File: src/rtl/counter_4_bit.sv
// Free-running modulo-2^WIDTH up-counter with a terminal-count decode and a
// registered one-cycle wrap pulse marking the cycle after rollover.
module counter_4_bit #(
  parameter int                 WIDTH       = 4,
  parameter logic [WIDTH-1:0]   RESET_VALUE = '0
) (
  input  logic             clk,
  input  logic             rst,
  output logic [WIDTH-1:0] count,
  output logic             terminal,
  output logic             wrap
);

  localparam logic [WIDTH-1:0] ALL_ONES = '1;
  localparam logic [WIDTH-1:0] ONE      = WIDTH'(1);

  logic [WIDTH-1:0] count_p0;
  logic             wrap_p0;

  // Unsigned modulo increment; the carry out of the top bit is simply dropped.
  function automatic logic [WIDTH-1:0] inc_mod(input logic [WIDTH-1:0] v);
    return v + ONE;
  endfunction

  function automatic logic at_max(input logic [WIDTH-1:0] v);
    return v == ALL_ONES;
  endfunction

  // Stage p0: counter state and rollover flag.
  always_ff @(posedge clk) begin
    if (rst) begin
      count_p0 <= RESET_VALUE;
      wrap_p0  <= 1'b0;
    end else begin
      count_p0 <= inc_mod(count_p0);
      wrap_p0  <= at_max(count_p0);
    end
  end

  assign count    = count_p0;
  assign wrap     = wrap_p0;
  assign terminal = at_max(count_p0);

endmodule

File: config.mk
export PLATFORM = sky130hd
export DESIGN_NAME = counter_4_bit
export DESIGN_NICKNAME = d
export VERILOG_FILES = /design/src/rtl/counter_4_bit.sv
export SDC_FILE = /design/constraint.sdc
export NUM_CORES = 1
export LEC_CHECK = 0
export ABC_AREA = 1
export CELL_PAD_IN_SITES_DETAIL_PLACEMENT = 1
export CELL_PAD_IN_SITES_GLOBAL_PLACEMENT = 2
export CORE_AREA = 5 5 42 44
export CTS_BUF_LIST = sky130_fd_sc_hd__clkbuf_8 sky130_fd_sc_hd__clkbuf_16
export CTS_CLUSTER_SIZE = 16
export DETAILED_ROUTE_END_ITERATION = 8
export DIE_AREA = 0 0 47 49
export PLACE_DENSITY_LB_ADDON = 0.05
export SKIP_CTS_REPAIR_TIMING = 1
export SLEW_MARGIN = 10
export SYNTH_ARGS = -nofsm -noshare
export SYNTH_HDL_FRONTEND = slang
export SYNTH_SLANG_ARGS = --single-unit
File: constraint.sdc
create_clock -name clk -period 0.8 [get_ports clk]
set_input_delay 0.08 -clock clk [delete_from_list [all_inputs] [get_ports clk]]
set_output_delay 0.08 -clock clk [all_outputs]
set_load 0.01 [all_outputs]
**Local utilization**

Drawn at 6 px/um. The die is cut into 9 by 10 equal tiles; black is low, pale yellow is high, 0 to 100% covered.
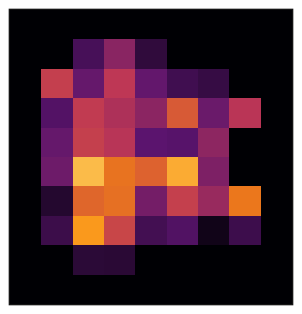
densest ninth of the die	centre
mean over tiles	19%
tiles over 75% full	3.3%
fullest tile	85%
nearly empty tiles	51%

**Clock distribution**

Drawn at 12 px/um.
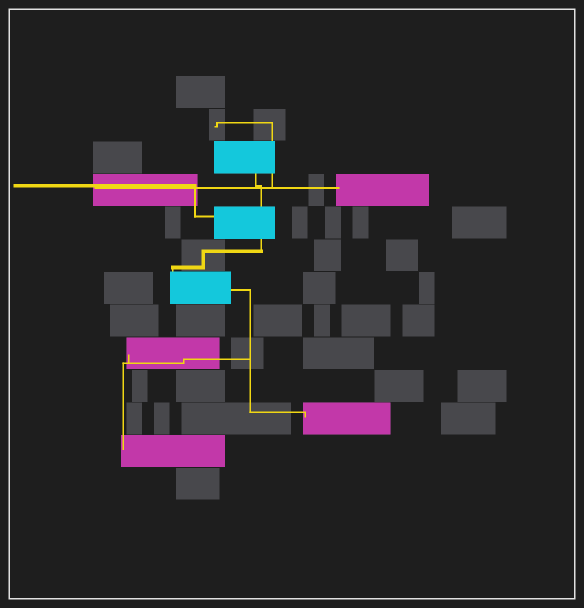
[clock drivers] cyan | count: 3
[flip-flops] magenta | count: 5
[clock wires] yellow | length: 109 um
routed clock nets	4

==> results.toml <==
# implementation run metrics
[synth]
synth.area.mux_share = 0
netlist_area_um2 = 175.2
ys_seq_share = 0.5714
synth_nets = 25
ys_sh_aoi = 0

[detailed_routing]
avgViaCountPerCell = 3.614
drtAntennaViolNets = 0
wl_per_cell_um = 9.860
wl_met1_um = 259
topRoutingLayerUsed = "met3"

[layout]
finish.instance_area_um2 = 455.4
top_area_cell_class = "buffers"
nets = 45
nMultiInputCombCells = 14

[timing]
timing.final.ws_setup_ns = -0.2160
max_freq_mhz = 984.2
finalSetupViolations = 6
worst-slew-pin-transition_ns = 0.2091

[critical_path]
worst_setup_path_start_kind = "register"
cp-endpoint = "terminal"
r2r_start = "count[1]"
slowest_delay_ns = 0.34
cp_num_buf_inv = 1
cp-startpoint = "count[1]"
cp.required_ns = 0.72
crit_cells = 4

[clocking]
cts_buffers = 3
clock_path_buffers = 2
clk_latency_ns = 0.22
cts.sinks = 5
cts.htree.levels = 1

[global_routing]
grt_overflow = 0
grt_usage = 0.05356

[outcome]
status = "complete, but fails checks"
violations = "setup timing"

[hold_path]
hold-path-cell-count = 2

[placed_design]
post_dp_cell_area_um2 = 337.8

[run]
max_cap_violations = 0

[floorplan]
tapCellCount = 16
**Placed cells, one colour a class**

Drawn at 8 px/um. Fill, decap, tap and diode cells in grey.
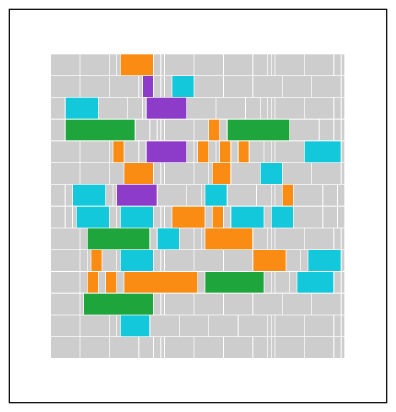
class	colour	cells
other buffers and delay cells	cyan	15
clock drivers and dummy loads	purple	4
flops	green	5
combinational and other logic	orange	17

**Layout detail**

Window x 11 to 36, y 12 to 37 um. Cells in grey, sequential cells in the stronger grey; small squares are vias.
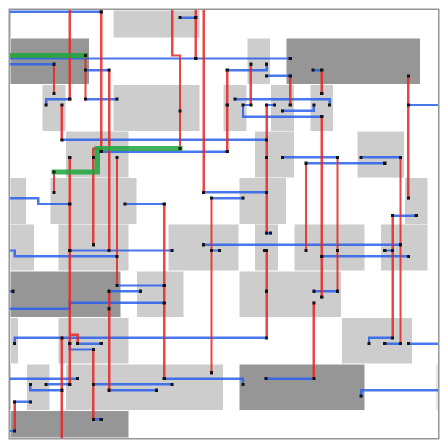
layer	colour
metal 3	green
metal 2	red
metal 1	blue
most frequent	nor2_1 (4), buf_4 (4)
netlist names of flops here include	count (4), wrap (1)
sequential cells in the window	5
cells with their middle in the window	29

-- per-stage QoR --
step           setup TNS [ns]    util  instances  hold slack [ns]
2_1_floorplan               0       -         22           0.1371
3_3_place_gp           -1.768  0.2411         51           0.5267
3_5_place_dp           -1.760  0.2411         51           0.5317
4_1_cts                -3.097  0.2732         55           0.4775
5_1_grt               -0.9436  0.3250         57           0.5413
6_report              -0.7608  0.3250         57           0.5152
-- cells in the mapped netlist --
cell type,count,area [um^2]
nand2_1,4,15.01
ha_1,1,12.51
nor3_1,1,5.000
nand3_1,1,5.000
inv_1,3,11.26
dfxtp_1,5,100.1
nor2_1,7,26.28
-- state kept, by name (all words and copies together) (netlist names) --
| register | count |
|---|---|
| wrap | 1 |
| count | 4 |
